<file path="config.mk">
export PLATFORM = sky130hd
export DESIGN_NAME = legv8_alu_sequencer_flat
export DESIGN_NICKNAME = d
export VERILOG_FILES = /design/src/rtl/legv8_alu_sequencer_if.sv /design/src/rtl/legv8_alu_sequencer.sv /design/src/flat_wrapper.sv
export SDC_FILE = /design/constraint.sdc
export NUM_CORES = 1
export LEC_CHECK = 0
export CAP_MARGIN = 0
export CORE_MARGIN = 3
export CORE_UTILIZATION = 30
export CTS_CLUSTER_SIZE = 28
export DETAILED_ROUTE_END_ITERATION = 10
export SKIP_CTS_REPAIR_TIMING = 1
export SLEW_MARGIN = 20
export SYNTH_ARGS = -nofsm -noshare
export SYNTH_HDL_FRONTEND = slang
export SYNTH_SLANG_ARGS = --single-unit
</file>
<file path="constraint.sdc">
create_clock -name clk -period 4.35 [get_ports clk]
set_input_delay 0.435 -clock clk [delete_from_list [all_inputs] [get_ports clk]]
set_output_delay 0.435 -clock clk [all_outputs]
set_load 0.02 [all_outputs]
</file>
<file path="src/rtl/legv8_alu_sequencer_if.sv">
// Request/response channel bundle for the LEGv8 ALU sequencer.
// master = requester side, slave = sequencer side.
interface legv8_alu_sequencer_if;
  logic        req_valid;
  logic        req_ready;
  logic [2:0]  req_op;
  logic        req_setflags;
  logic [63:0] req_a;
  logic [63:0] req_b;
  logic        rsp_valid;
  logic        rsp_ready;
  logic [63:0] rsp_result;
  logic [3:0]  rsp_flags;

  modport master (
    output req_valid, req_op, req_setflags,
    output req_a, req_b, rsp_ready,
    input  req_ready, rsp_valid,
    input  rsp_result, rsp_flags
  );

  modport slave (
    input  req_valid, req_op, req_setflags,
    input  req_a, req_b, rsp_ready,
    output req_ready, rsp_valid,
    output rsp_result, rsp_flags
  );
endinterface

</file>
<file path="src/rtl/legv8_alu_sequencer.sv">
// Multi-cycle op sequencer in front of the LEGv8 64-bit ALU; MUL is shift-and-add.
// Optional LEGV8_MUL_EARLY_EXIT_EN: MUL leaves as soon as the multiplier is zero.
module legv8_alu_sequencer #(
  parameter int MUL_ITERS = 64
) (
  input  logic        clk,
  input  logic        rst,
  legv8_alu_sequencer_if.slave bus,
  output logic [3:0]  flags,
  output logic [63:0] alu_A,
  output logic [63:0] alu_B,
  output logic [4:0]  alu_FS,
  output logic        alu_C0,
  input  logic [63:0] alu_F,
  input  logic [3:0]  alu_status
);

  typedef enum logic [1:0] {
    IDLE, EXEC, MUL, RESP
  } state_t;

  localparam logic [2:0] OP_MUL = 3'b111;
  localparam logic [6:0] ITERS = 7'(MUL_ITERS);

  state_t      state;
  logic [2:0]  op_q;
  logic        sf_q;
  logic [63:0] a_q, b_q;
  logic [63:0] acc, mcand, mplier;
  logic [6:0]  cnt;
  logic [63:0] result;
  logic [3:0]  rflags;
  logic        mul_skip;

  assign bus.req_ready  = (state == IDLE) & ~rst;
  assign bus.rsp_valid  = (state == RESP);
  assign bus.rsp_result = result;
  assign bus.rsp_flags  = rflags;

  // Early-exit test: remaining partial products are all zero
  always_comb begin
`ifdef LEGV8_MUL_EARLY_EXIT_EN
    mul_skip = (mplier == 64'd0);
`else
    mul_skip = 1'b0;
`endif
  end

  // ALU operand and function drive, decoded from the current state
  always_comb begin
    alu_A  = 64'd0;
    alu_B  = 64'd0;
    alu_FS = 5'b00000;
    alu_C0 = 1'b0;
    unique case (state)
      EXEC: begin
        alu_A = a_q;
        alu_B = b_q;
        case (op_q)
          3'b000:  alu_FS = 5'b00000;
          3'b001:  alu_FS = 5'b00100;
          3'b010:  alu_FS = 5'b01000;
          3'b011:  alu_FS = 5'b01100;
          3'b100:  alu_FS = 5'b10000;
          3'b101:  alu_FS = 5'b10100;
          3'b110:  begin
            alu_FS = 5'b01001;
            alu_C0 = 1'b1;
          end
          default: alu_FS = 5'b01000;
        endcase
      end
      MUL: begin
        alu_A  = acc;
        alu_B  = mplier[0] ? mcand : 64'd0;
        alu_FS = 5'b01000;
      end
      default: ;
    endcase
  end

  // Sequencer FSM, operand latches, MUL datapath and flag register
  always_ff @(posedge clk) begin
    if (rst) begin
      state  <= IDLE;
      op_q   <= 3'd0;
      sf_q   <= 1'b0;
      a_q    <= 64'd0;
      b_q    <= 64'd0;
      acc    <= 64'd0;
      mcand  <= 64'd0;
      mplier <= 64'd0;
      cnt    <= 7'd0;
      result <= 64'd0;
      rflags <= 4'd0;
      flags  <= 4'd0;
    end else begin
      unique case (state)
        IDLE: begin
          if (bus.req_valid) begin
            op_q   <= bus.req_op;
            sf_q   <= bus.req_setflags;
            a_q    <= bus.req_a;
            b_q    <= bus.req_b;
            acc    <= 64'd0;
            mcand  <= bus.req_a;
            mplier <= bus.req_b;
            cnt    <= 7'd0;
            state  <= (bus.req_op == OP_MUL) ? MUL : EXEC;
          end
        end
        EXEC: begin
          result <= alu_F;
          rflags <= alu_status;
          state  <= RESP;
        end
        MUL: begin
          if (mul_skip) begin
            result <= acc;
            rflags <= 4'd0;
            state  <= RESP;
          end else begin
            acc    <= alu_F;
            mcand  <= mcand << 1;
            mplier <= mplier >> 1;
            cnt    <= cnt + 7'd1;
            if (cnt + 7'd1 == ITERS) begin
              result <= alu_F;
              rflags <= 4'd0;
              state  <= RESP;
            end
          end
        end
        RESP: begin
          if (bus.rsp_ready) begin
            if (sf_q && op_q != OP_MUL)
              flags <= rflags;
            state <= IDLE;
          end
        end
        default: state <= IDLE;
      endcase
    end
  end

endmodule

</file>
<file path="src/flat_wrapper.sv">
// flat-port wrapper written by rule: the top's interface ports become plain ports
module legv8_alu_sequencer_flat 
#(
  parameter int MUL_ITERS = 64
)
  (clk, rst, flags, alu_A, alu_B, alu_FS, alu_C0, alu_F, alu_status, bus_req_valid, bus_req_op, bus_req_setflags, bus_req_a, bus_req_b, bus_rsp_ready, bus_req_ready, bus_rsp_valid, bus_rsp_result, bus_rsp_flags);
  legv8_alu_sequencer_if bus_i ();
  input  logic clk;
  input  logic rst;
  output logic [3:0] flags;
  output logic [63:0] alu_A;
  output logic [63:0] alu_B;
  output logic [4:0] alu_FS;
  output logic alu_C0;
  input  logic [63:0] alu_F;
  input  logic [3:0] alu_status;
  input wire logic [$bits(bus_i.req_valid)-1:0] bus_req_valid;
  input wire logic [$bits(bus_i.req_op)-1:0] bus_req_op;
  input wire logic [$bits(bus_i.req_setflags)-1:0] bus_req_setflags;
  input wire logic [$bits(bus_i.req_a)-1:0] bus_req_a;
  input wire logic [$bits(bus_i.req_b)-1:0] bus_req_b;
  input wire logic [$bits(bus_i.rsp_ready)-1:0] bus_rsp_ready;
  output wire logic [$bits(bus_i.req_ready)-1:0] bus_req_ready;
  output wire logic [$bits(bus_i.rsp_valid)-1:0] bus_rsp_valid;
  output wire logic [$bits(bus_i.rsp_result)-1:0] bus_rsp_result;
  output wire logic [$bits(bus_i.rsp_flags)-1:0] bus_rsp_flags;
  assign bus_i.req_valid = bus_req_valid;
  assign bus_i.req_op = bus_req_op;
  assign bus_i.req_setflags = bus_req_setflags;
  assign bus_i.req_a = bus_req_a;
  assign bus_i.req_b = bus_req_b;
  assign bus_i.rsp_ready = bus_rsp_ready;
  assign bus_req_ready = bus_i.req_ready;
  assign bus_rsp_valid = bus_i.rsp_valid;
  assign bus_rsp_result = bus_i.rsp_result;
  assign bus_rsp_flags = bus_i.rsp_flags;
  legv8_alu_sequencer #(.MUL_ITERS(MUL_ITERS)) u_core (.clk(clk), .rst(rst), .bus(bus_i), .flags(flags), .alu_A(alu_A), .alu_B(alu_B), .alu_FS(alu_FS), .alu_C0(alu_C0), .alu_F(alu_F), .alu_status(alu_status));
endmodule
</file>
**Run 1: supply network**

Bar = 50 um. Pins as bars on the die edge.
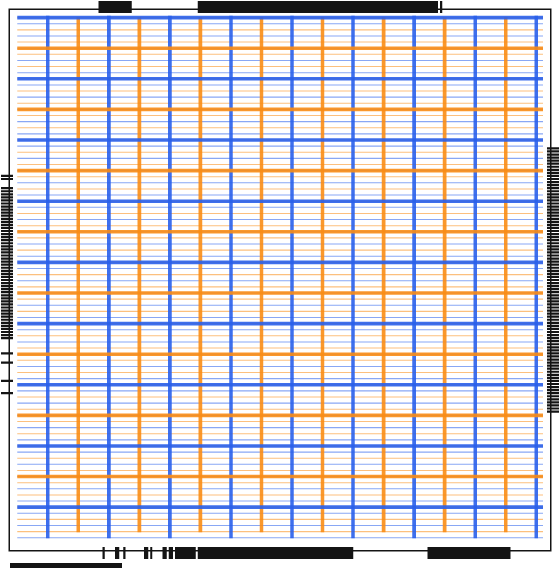
VSS: marked blue. VDD: marked orange.
86 met1 rails follow the rows. 412 signal pins sit on the boundary. 17 straps on met4. 17 straps on met5. The core has 85 rows.
Die Y-Extent: 240.0 um
Max VDD drop: 0.0003173 V
core footprint: 54030 um2
die width: 240.0 um

**Run 1: cell classes on the final placement**

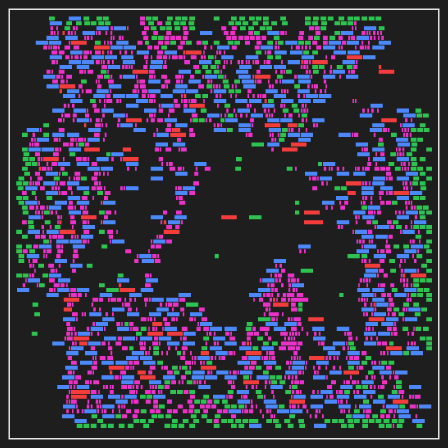
clock drivers and dummy loads: marked red, cells 76, share of their area 6.7%. other buffers and delay cells: marked green, cells 432, share of their area 20%. all other logic: marked magenta, cells 1325, share of their area 36%. flip-flops: marked blue, cells 405, share of their area 38%.
post-route cell area: 22480 um2
row count: 85
Final Util: 41.60%
sequential share of cell area: 36.07%

**Run 1: clock distribution**

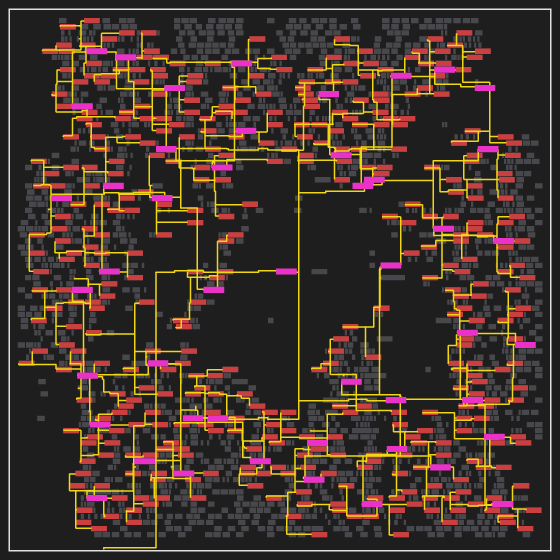
flip-flops: marked red, count 405. clock wires: marked yellow, length 5650 um. cells driving clock nets: marked magenta, count 47.
There are 48 routed clock nets. Position of the flops: widely spread.
clk_skew: 0.01951 ns
power share of the clock group: 26.8%

==> CHANGELOG.md, run 1 <==
### Metrics

* Crit. End Element: output pin
* Tool warnings at 38
* Logic pwr share at 33.5%
* Ys async rst share at 0%
* Layout cells sized above 1 at 4.513%
* Mux area share at 7.920%
* Net Sw Frac at 37.30%
* Antenna violations before repair at 7
* Xor+xnor area frac at 0.05331%
* Yosys stat area at 16430 um2
* Worst slew pin tran at 1.125 ns
* Largest net degree at the start of global routing at 155
* Pleak at 7.975 nW
* Final period util at 86.36%
* Slew Viols, Final at 0
* WS Path Type: reg2out
* CP Launch Type: register
* CP Launch Point: u_core.state[1]
* Slowest stage delay, CP at 0.72 ns
* WL final at 60.79 mm
* CTS Buf Count at 47
* Worst hold path class: in2reg
* Comb area leader: AND-OR/OR-AND gates
* Yosys cell count at 1906
* Logic inverters at 6
* Logic area at 7662 um2
* Worst r2r dst: u_core.bus.rsp_result[30]
* Simple-Gate Area Share at 14.86%
* Crit-path leading delay family: buffers and inverters
* Floorplan utilization at 30.41%
* Flop count at 405
* Sequential power at 5.60 mW
* Comb/total area at 34.09%
* IO Pins at 412
* Highest-count logic cell in the final layout: clkdlybuf4s50_1
* Seq share, synth at 49.35%
* ANT cells at 4
* CTS tree: yes
* Clock buffer depth at 3
* Fillcell total at 5282
* Post-layout min period at 3.756 ns
* CTS root buffer: clkbuf_16
* FF-to-FF path depth at 8
* Via count at 14930
* Crit path DAT at 3.32 ns
* Unrepaired setup endpoints after global routing: no
* Clock buf/inv share at 6.413%
* CP bufs+invs at 3
* Post-DP HPWL at 43.60 mm
* Floorplan net count at 2116
* Residual DRC count at 0
* H-tree depth at 2
* Clk latency late pin at 0.57 ns
* HP Start: rst
* Synth Register Bits at 405
* Drt initial violations at 1039
* Register cell area after layout at 8108 um2
* Vias in the first global route at 14140
* Most frequent cells in the layout: clkdlybuf4s50_1, dfxtp_1, nand2_1
* Cell area after synthesis at 16430 um2
* Largest class: registers
* Compound Share, Synth at 22.90%
* Pwr Density at 626.1 nW/um2
* Hold Path Depth at 2
* Critical Path Fanout Max at 28
* Logic Gate Count at 1319
* Hold endpoint: u_core.bus.rsp_result[56]
* R2R Setup Slk at 1.45 ns
* Highest-power group: registers
* Comb pwr at 4.71 mW
* Clock buf count at 65
* Clock tree sinks at 405
* Sequential fraction of design power at 39.8%
* Well tap count at 696
* Worst path required time at 3.91 ns
* Post-synth EDFFs at 0
* Drt pass-1 iters at 5
* Headroom to the max-slew limit at 24.72%
* Non-clk buf share at 19.41%
* Avg WL per Cell at 20.69 um
* Synth warn at 0
* Number of port buffers at 410
* Psw at 5.249 mW
* Yosys adder share at 0.4569%
* Chip area at 57610 um2
* Cell count after synthesis at 1906
* Fmax at 266.2 MHz
* Final setup viols at 0
* Gp weighted congestion at 0.8808
* P_int at 8.823 mW
* Top_reg_cell synth: dfxtp_1
* NumNets Final at 2421
* Crit path cell chain: inv_1 -> ha_1 -> and3_2 -> buf_4 -> a22o_1 -> clkdlybuf4s50_1
* Endpoints failing hold at 0
* Total negative slack at 0 ns
* Status: finished, final reports clean
* Critical R2R Launch: u_core.state[1]
* Final ANT Viol Nets at 0
* Non-clock buffer count at 432
* Clock transition at path regs at 0.05 ns
* First-pass GRT wire length at 89.39 mm
* Clk. pwr at 3.77 mW
* Total GRT Usage at 20.13%
* Critical path capture point: alu_B[17]
* Average size of a mapped cell at 8.620 um2
* Distinct lib cells at 39
* Slowest stage cell, crit path: and3_2
* Max_cap viols at 0
* Remaining Overflow, GRT at 0
* DR vias/cell at 5.082
* Number of cells on the critical path at 6
* Area grow syn2layout at 36.81%
run 1: per-stage QoR:
| stage | worst slack, ns | std cells | area, um2 | power (mW) | hold slack, ns |
|---|---|---|---|---|---|
| 2_1_floorplan | 2.061 | 1906 | 16430 | 8.399 | 0.4360 |
| 6_report | 0.5935 | 2938 | 22480 | 14.07 | 0.3250 |
| 3_5_place_dp | 1.183 | 2858 | 21030 | 10.39 | 0.4464 |
| 3_3_place_gp | 1.247 | 2858 | 21030 | 10.29 | 0.4422 |
| 5_1_grt | 0.3996 | 2938 | 22480 | 14.89 | 0.3431 |
| 4_1_cts | 0.5313 | 2934 | 22470 | 14.22 | 0.3072 |
run 1: synthesized netlist by cell type, drive strengths merged, types with 2 or more instances:
| cell | instances | share of area (%) |
|---|---|---|
| a211oi | 127 | 5.8 |
| a21o | 3 | 0.14 |
| a21oi | 204 | 6.2 |
| a22o | 128 | 6.8 |
| a22oi | 71 | 3.2 |
| a41oi | 2 | 0.15 |
| and2 | 4 | 0.15 |
| and3 | 3 | 0.11 |
| buf | 39 | 1.2 |
| clkbuf | 137 | 3.1 |
| dfxtp | 405 | 49 |
| ha | 6 | 0.46 |
| inv | 6 | 0.14 |
| mux2i | 130 | 7.9 |
| nand2 | 398 | 9.1 |
| nand3 | 4 | 0.12 |
| nand4 | 3 | 0.11 |
| nor2 | 211 | 4.8 |
| nor3 | 2 | 0.061 |
| nor3b | 2 | 0.091 |
| o21ai | 9 | 0.27 |
run 1: layer usage:
metal | track usage (%) | share of wire, % | up-vias | wire, um
met5 | 0 | 0.067 | - | 41
met4 | 6.594 | 3.1 | 6 | 1868
met3 | 4.164 | 6.1 | 99 | 3691
met2 | 31.46 | 45 | 433 | 27540
met1 | 27.80 | 45 | 7096 | 27650
li1 | - | - | 7297 | -
**Run 1: wiring by layer**

Bar = 50 um.
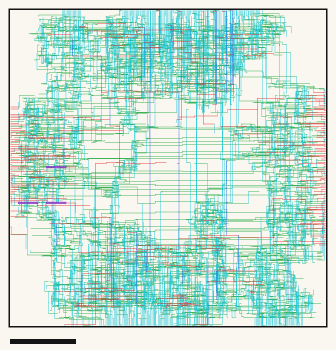

==> run 2: changes to the inputs <==
Settings changed: CORE_MARGIN 3 to 2, GPL_TIMING_DRIVEN set to 0.
**Run 2: wiring by layer**

Bar = 50 um.
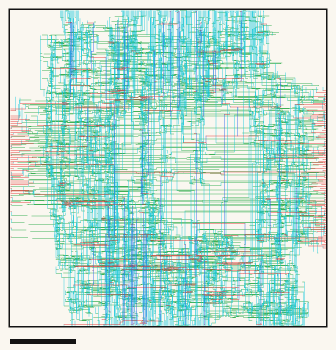
met2: marked cyan, wire length 30.7 mm. met4: marked blue, wire length 2840 um. met3: marked red, wire length 3890 um. met1: marked green, wire length 29.1 mm.
via count: 15650
Avg WL per Cell: 21.45 um
WL final: 66.51 mm
Total GRT Usage: 22.60%

==> run 2 against run 1 <==
Effect of this change:
- clock power rose by 6.4%
- maximum frequency shrank 9.0%
- register-to-register slack worse by 0.56 ns
- first-iteration DRC count down 11%
- sequential power is 3% lower
- final cell count grew 5.5%
- wire length increased by 9.4%
==> CHANGELOG.md, run 2 <==
### Metrics

* Status: finished, final reports clean (unchanged)
* Tool warnings at 30 (was 38)
* Top_reg_cell synth: dfxtp_1 (unchanged)
* Post-layout min period at 4.129 ns (was 3.756 ns)
* Psw at 5.377 mW (was 5.249 mW)
* WS Path Type: reg2out (unchanged)
* Ys async rst share at 0% (unchanged)
* WHS at 0.4196 ns (was 0.3250 ns)
* Floorplan net count at 2116 (unchanged)
* DR vias/cell at 5.049 (was 5.082)
* Crit path DAT at 3.69 ns (was 3.32 ns)
* Slew Viols, Final at 0 (unchanged)
* Drt pass-1 iters at 5 (unchanged)
* Max VDD drop at 0.0002960 V (was 0.0003173 V)
* Yosys stat area at 16430 um2 (unchanged)
* Gp weighted congestion at 0.8564 (was 0.8808)
* H-tree depth at 2 (unchanged)
* Highest-power group: registers (unchanged)
* Antenna violations before repair at 7 (unchanged)
* Non-Filler Instances at 3100 (was 2938)
* Sequential fraction of design power at 37.7% (was 39.8%)
* Placed insts at 3012 (was 2858)
* Die Y-Extent at 238.0 um (was 240.0 um)
* Net Sw Frac at 37.21% (was 37.30%)
* Final period util at 94.92% (was 86.36%)
* CP Launch Type: register (unchanged)
* Total negative slack at 0 ns (unchanged)
* Seq share, synth at 49.35% (unchanged)
* Average size of a mapped cell at 8.620 um2 (unchanged)
* DR top layer: met4 (was met5)
* Final setup viols at 0 (unchanged)
* Distinct lib cells at 39 (unchanged)
* Most frequent cells in the layout: clkdlybuf4s50_1, dfxtp_1, nand2_1 (unchanged)
* Top cells, area: dfxtp_1, nand2_1, mux2i_1, a22o_1, a21oi_1 (unchanged)
* Cell count after synthesis at 1906 (unchanged)
* Gr busiest metal: met2 (unchanged)
* Layout cells sized above 1 at 4.130% (was 4.513%)
* Endpoints failing hold at 0 (unchanged)
* Post-synth EDFFs at 0 (unchanged)
* Post-synth top area share at 49.35% (unchanged)
* Vias in the first global route at 15420 (was 14140)
* Synth warn at 0 (unchanged)
* Post-synth top cells: dfxtp_1, nand2_1, nor2_1, a21oi_1, clkbuf_1 (unchanged)
* M3 GR Usage at 3.633% (was 4.164%)
* R2R Setup Slk at 0.89 ns (was 1.45 ns)
* NumNets Final at 2574 (was 2421)
* Synth area leader: dfxtp_1 (unchanged)
* Unrepaired setup endpoints after global routing: no (unchanged)
* Core footprint at 54030 um2 (unchanged)
* Cell area after synthesis at 16430 um2 (unchanged)
* Remaining Overflow, GRT at 0 (unchanged)
* CTS root buffer: clkbuf_16 (unchanged)
* CTS Buf Count at 46 (was 47)
* Area grow syn2layout at 39.74% (was 36.81%)
* Clock transition at path regs at 0.06 ns (was 0.05 ns)
* Fmax at 242.2 MHz (was 266.2 MHz)
* Worst hold path class: in2reg (unchanged)
* DR WL met2 at 30.72 mm (was 27.54 mm)
* Pwr Density at 629.5 nW/um2 (was 626.1 nW/um2)
* Met3 routed WL at 3.887 mm (was 3.691 mm)
* Highest-count logic cell in the final layout: clkdlybuf4s50_1 (unchanged)
* Grt met2 use at 37.43% (was 31.46%)
* Drt initial violations at 921 (was 1039)
* WL met1 at 29.06 mm (was 27.65 mm)
* First-pass GRT wire length at 96.08 mm (was 89.39 mm)
* Synth Register Bits at 405 (unchanged)
* Final ANT Viol Nets at 0 (unchanged)
* Most frequent cell after synthesis: dfxtp_1 (unchanged)
* Number of port buffers at 410 (unchanged)
* Floorplan utilization at 30.41% (unchanged)
* Comb pwr at 5.00 mW (was 4.71 mW)
* Worst path required time at 3.91 ns (about the same)
* P_int at 9.074 mW (was 8.823 mW)
* Largest net degree at the start of global routing at 14 (was 155)
* Clock buffer depth at 3 (unchanged)
* Pleak at 8.166 nW (was 7.975 nW)
* Post-DP HPWL at 52.63 mm (was 43.60 mm)
* Die width at 238.0 um (was 240.0 um)
* Worst slew pin tran at 1.058 ns (was 1.125 ns)
* Headroom to the max-slew limit at 29.00% (was 24.72%)
* Max_cap viols at 0 (unchanged)
* Sequential power at 5.45 mW (was 5.60 mW)
* Grt met1 use at 28.89% (was 27.80%)
* IO Pins at 412 (unchanged)
* Fillcell total at 5271 (was 5282)
* Residual DRC count at 0 (unchanged)
* CTS tree: yes (unchanged)
* Logic pwr share at 34.6% (was 33.5%)
* Crit. End Element: output pin (unchanged)
* Chip area at 56650 um2 (was 57610 um2)
* Clock tree sinks at 405 (unchanged)
* Overall power at 14.45 mW (was 14.07 mW)
* Row count at 85 (unchanged)
* Critical Path Fanout Max at 10 (was 28)
* Yosys cell count at 1906 (unchanged)
**Run 2: clock distribution**

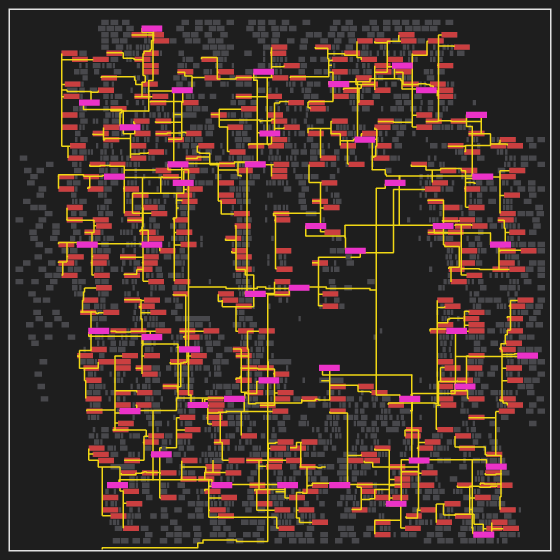
flip-flops: marked red, count 405. clock wires: marked yellow, length 5600 um. cells driving clock nets: marked magenta, count 46.
Position of the flops: widely spread.
Clk. pwr: 4.01 mW
clk_skew: 0.02364 ns
clk latency late pin: 0.59 ns
power share of the clock group: 27.7%

-- run 2: cell counts after synthesis --
Identical to the previous run, type by type.
-- run 2: final timing paths --
path,startpoint,end,cells past startpoint
max reg2reg,u_core.state[0],u_core.mplier[60],8
min,bus_req_setflags,u_core.sf_q,3
min reg2reg,u_core.bus.rsp_result[22],u_core.bus.rsp_result[22],2
max,u_core.state[0],alu_B[23],7
-- run 2: stage by stage --
| stage | instance area [um2] | worst slack (ns) | utilization (%) |
|---|---|---|---|
| global route | 22960 | 0.08044 | 42.49 |
| global placement | 21400 | 0.1205 | 39.62 |
| detailed placement | 21400 | 0.1376 | 39.62 |
| floorplan | 16430 | 2.061 | - |
| finish | 22960 | 0.2212 | 42.49 |
| CTS | 22930 | -0.4964 | 42.45 |
-- run 2: area by class of cell --
cell class	count	area (um2)	area share [%]
buffer	176	713.2	3.106
clock buffer	64	1269	5.526
tap	696	870.8	3.793
sequential	405	8108	35.32
antenna	7	17.52	0.07630
multi-input combinational	1319	7592	33.07
clock inverter	17	261.5	1.139
inverter	6	22.52	0.09810
timing repair buffer	410	4104	17.88
-- run 2: kinds of logic (layout without fill, tap and decap cells) --
logic type / Yosys count / after routing / synth area share [%]
buffers and inverters: 182 / 673 / 4.440
other: 1 / 8 / 0.02282
AND/OR/NAND/NOR: 633 / 633 / 14.86
multiplexers: 130 / 130 / 7.920
AND-OR/OR-AND: 548 / 548 / 22.90
flip-flops: 405 / 405 / 49.35
XOR/XNOR: 1 / 1 / 0.05332
adder cells (fa/ha/maj): 6 / 6 / 0.4569
-- run 2: critical path, cell delays in order, from the launching register on --
cell and delay, ns:
dfxtp_1 0.36, inv_1 0.10, ha_1 0.40, and3_1 0.18
clkbuf_1 0.47, buf_1 0.66, a22o_1 0.31, clkdlybuf4s50_1 0.64
**Run 2: supply network**

Bar = 50 um. Pins as bars on the die edge.
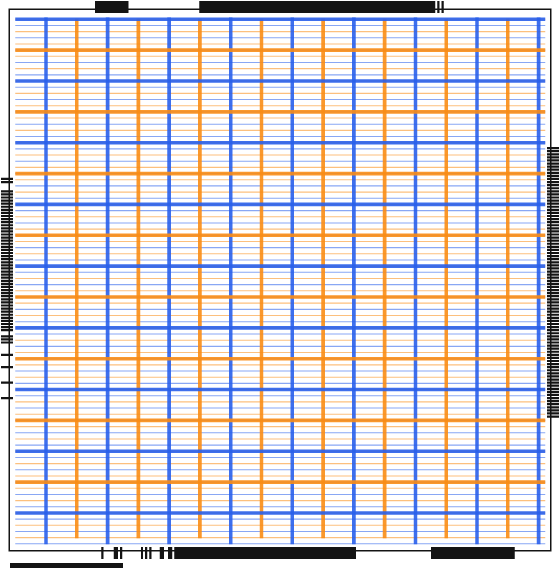

==> run 3: changes to the inputs <==
Settings changed: CORE_MARGIN 2 to 1, HOLD_SLACK_MARGIN set to 0.03.
**Run 3: supply network**

Bar = 50 um. Pins as bars on the die edge.
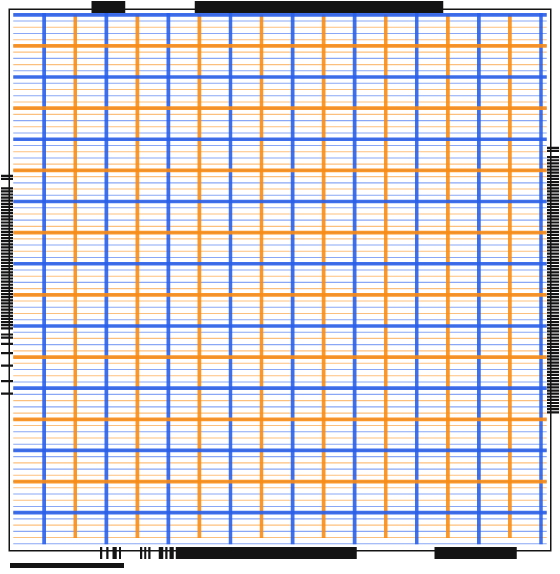
VDD: marked orange. VSS: marked blue.
The core has 85 rows. 17 straps on met4. 86 met1 rails follow the rows.
core footprint: 53920 um2
Die Y-Extent: 236.0 um
die width: 236.0 um

**Run 3: wiring by layer**

Bar = 50 um.
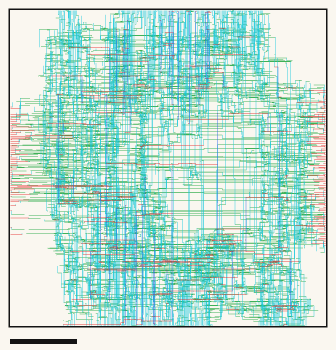
met1: marked green, wire length 29.3 mm. met3: marked red, wire length 3440 um. met4: marked blue, wire length 2040 um. met2: marked cyan, wire length 31.6 mm.
via count: 15710
Avg WL per Cell: 21.40 um

==> run 3 against run 2 <==
Effect of this change:
- sequential share of layout area hardly changed
- critical path type unchanged
- critical endpoint is now alu_B[15]
- total power is 0.46% lower
- final cell count stayed put
- largest power group unchanged
- non-clock buffer count stayed put
- sequential power hardly changed
- maximum frequency is 1.8% lower
- design area hardly changed
==> CHANGELOG.md, run 3 <==
### Metrics

* Status: finished, final reports clean (unchanged)
* Synth Register Bits at 405 (unchanged)
* WL final at 66.33 mm (was 66.51 mm)
* Logic pwr share at 34.9% (was 34.6%)
* Unrepaired setup endpoints after global routing: no (unchanged)
* Final setup viols at 0 (unchanged)
* Synth area leader: dfxtp_1 (unchanged)
* Synth warn at 0 (unchanged)
* Cell area after synthesis at 16430 um2 (unchanged)
* Chip area at 55710 um2 (was 56650 um2)
* Clock buffer depth at 3 (unchanged)
* Net Sw Frac at 37.38% (was 37.21%)
* Worst path required time at 3.91 ns (about the same)
* Critical Path Fanout Max at 10 (unchanged)
* Fillcell total at 5293 (was 5271)
* Drt initial violations at 1067 (was 921)
* Slowest stage cell, crit path: clkdlybuf4s50_1 (was buf_1)
* Remaining Overflow, GRT at 0 (unchanged)
* Highest-power group: registers (unchanged)
* Sequential fraction of design power at 37.9% (was 37.7%)
* Fmax at 237.8 MHz (was 242.2 MHz)
* Worst hold path class: in2reg (unchanged)
* Sequential power at 5.45 mW (about the same)
* NumNets Final at 2573 (was 2574)
* Ys async rst share at 0% (unchanged)
* Post-route cell area at 22960 um2 (about the same)
* Distinct lib cells at 39 (unchanged)
* Slew Viols, Final at 0 (unchanged)
* Post-DP HPWL at 52.37 mm (was 52.63 mm)
* Yosys stat area at 16430 um2 (unchanged)
* Hold Path Depth at 3 (unchanged)
* Floorplan utilization at 30.47% (was 30.41%)
* Area grow syn2layout at 39.72% (was 39.74%)
* Largest net degree at the start of global routing at 14 (unchanged)
* CTS Buf Count at 45 (was 46)
* Post-synth EDFFs at 0 (unchanged)
* Headroom to the max-slew limit at 30.46% (was 29.00%)
* Post-layout min period at 4.205 ns (was 4.129 ns)
* Residual DRC count at 0 (unchanged)
* CTS tree: yes (unchanged)
* Clock tree sinks at 405 (unchanged)
* Clock transition at path regs at 0.06 ns (about the same)
* FF-to-FF path depth at 8 (unchanged)
* Average size of a mapped cell at 8.620 um2 (unchanged)
* Clk. pwr at 3.92 mW (was 4.01 mW)
* CP bufs+invs at 4 (unchanged)
* WS Path Type: reg2out (unchanged)
* Gp weighted congestion at 0.8686 (was 0.8564)
* Worst slew pin tran at 1.043 ns (was 1.058 ns)
* Crit path top cell by count: clkbuf_1
* Max_cap viols at 0 (unchanged)
* Fin worst setup slack at 0.1446 ns (was 0.2212 ns)
* Non-Filler Instances at 3100 (unchanged)
* Power share of the clock group at 27.2% (was 27.7%)
* Slowest stage delay, CP at 0.64 ns (was 0.66 ns)
* Final Util at 42.57% (was 42.49%)
* Critical R2R Launch: u_core.state[0] (unchanged)
* Highest-count logic cell in the final layout: clkdlybuf4s50_1 (unchanged)
* H-tree depth at 2 (unchanged)
* Tool warnings at 30 (unchanged)
* Clk latency late pin at 0.58 ns (was 0.59 ns)
* Place WS at 0.06062 ns (was 0.1376 ns)
* Total GRT Usage at 22.96% (was 22.60%)
* Final ANT Viol Nets at 0 (unchanged)
* Yosys cell count at 1906 (unchanged)
* CP Launch Type: register (unchanged)
* CTS root buffer: clkbuf_16 (unchanged)
* HP Start: bus_req_setflags (unchanged)
* Placed standard-cell area at 21410 um2 (was 21400 um2)
* Post-synth top cells: dfxtp_1, nand2_1, nor2_1, a21oi_1, clkbuf_1 (unchanged)
* Crit path cell chain: inv_1 -> ha_1 -> and3_1 -> clkbuf_1 -> clkbuf_1 -> a22o_1 -> clkdlybuf4s50_1 (was inv_1 -> ha_1 -> and3_1 -> clkbuf_1 -> buf_1 -> a22o_1 -> clkdlybuf4s50_1)
* R2R Setup Slk at 0.82 ns (was 0.89 ns)
* Placed insts at 3012 (unchanged)
* DR vias/cell at 5.067 (was 5.049)
* Crit. End Element: output pin (unchanged)
* Crit path DAT at 3.77 ns (was 3.69 ns)
* Pleak at 8.172 nW (was 8.166 nW)
* Clk_skew at 0.01492 ns (was 0.02364 ns)
* Number of port buffers at 410 (unchanged)
* Final period util at 96.68% (was 94.92%)
* Seq share, synth at 49.35% (unchanged)
* Endpoints failing hold at 0 (unchanged)
* Antenna violations before repair at 7 (unchanged)
* Floorplan net count at 2116 (unchanged)
* Worst r2r dst: u_core.mplier[60] (unchanged)
* Psw at 5.378 mW (was 5.377 mW)
* Most frequent cell after synthesis: dfxtp_1 (unchanged)
* Layout cells sized above 1 at 4.464% (was 4.130%)
* Cell count after synthesis at 1906 (unchanged)
* Vias in the first global route at 15380 (was 15420)
* First-pass GRT wire length at 96.66 mm (was 96.08 mm)
* WHS at 0.4477 ns (was 0.4196 ns)
* Drt pass-1 iters at 5 (unchanged)
* Hold endpoint: u_core.sf_q (unchanged)
* Pwr Density at 626.7 nW/um2 (was 629.5 nW/um2)
* Comb pwr at 5.01 mW (was 5.00 mW)
* Overall power at 14.39 mW (was 14.45 mW)
* Total negative slack at 0 ns (unchanged)
* Crit-path leading delay family: buffers and inverters (unchanged)
* Max VDD drop at 0.0002856 V (was 0.0002960 V)
* Most frequent cells in the layout: clkdlybuf4s50_1, dfxtp_1, nand2_1 (unchanged)
* Top cells, area: dfxtp_1, nand2_1, mux2i_1, a22o_1, a21oi_1 (unchanged)
* Top_reg_cell synth: dfxtp_1 (unchanged)
* Post-synth top area share at 49.35% (unchanged)
==> run 3: cell count changes in the layout (fill, tap and decap cells not counted), sizes merged <==
cell	delta
clkinvlp	+2
clkbuf	+3
bufinv	-4
inv	-1
==> run 3: kinds of logic after synthesis <==
group | after synthesis | synth area share, %
flip-flops | 405 | 49.35
buffers and inverters | 182 | 4.440
other | 1 | 0.02282
adder cells (fa/ha/maj) | 6 | 0.4569
multiplexers | 130 | 7.920
AND-OR/OR-AND | 548 | 22.90
AND/OR/NAND/NOR | 633 | 14.86
XOR/XNOR | 1 | 0.05332
==> run 3: per-layer routing <==
layer / global-route usage, % / vias to the layer above / wire (um) / share of wire (%)
met1: 29.46 / 7476 / 29280 / 44
met3: 3.090 / 97 / 3439 / 5.2
met4: 8.992 / 0 / 2038 / 3.1
li1: - / 7600 / - / -
met2: 38.85 / 535 / 31570 / 48
met5: 0 / - / 0 / 0
==> run 3: how the worst max path moves through the flow <==
stage / slack [ns] / cells after the start / to / from
3_5_place_dp: 0.06 / 8 / alu_B[51] / u_core.state[0]
5_1_grt: 0.03 / 8 / alu_A[52] / u_core.state[0]
4_1_cts: -0.56 / 8 / alu_B[51] / u_core.state[0]
3_3_place_gp: 0.1 / 8 / alu_B[20] / u_core.state[0]
2_1_floorplan: 2.06 / 7 / alu_B[0] / u_core.state[0]
6_report: 0.14 / 7 / alu_B[15] / u_core.state[1]
==> run 3: cell type report <==
cell class,instances,area [um2],share of cell area (%)
antenna,7,17.52,0.07631
buffer,176,713.2,3.107
clock buffer,67,1391,6.061
clock inverter,14,132.6,0.5777
inverter,6,22.52,0.09811
multi-input combinational,1319,7596,33.09
sequential,405,8108,35.32
tap,696,870.8,3.794
timing repair buffer,410,4104,17.88

## Gallery

Congestion heat map.
(a)
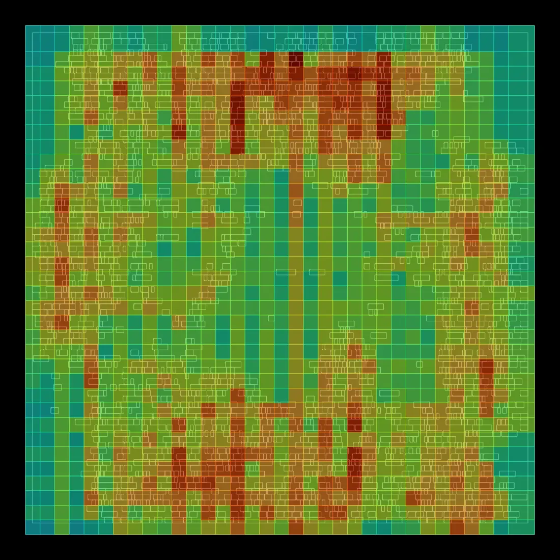
(b)
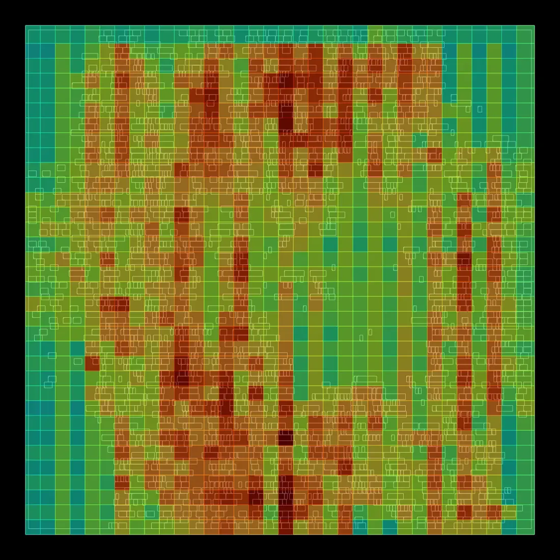
| from | picture |
|---|---|
| run 3 | (b) |
| run 1 | (a) |

Power is estimated from default activity; no workload was simulated.
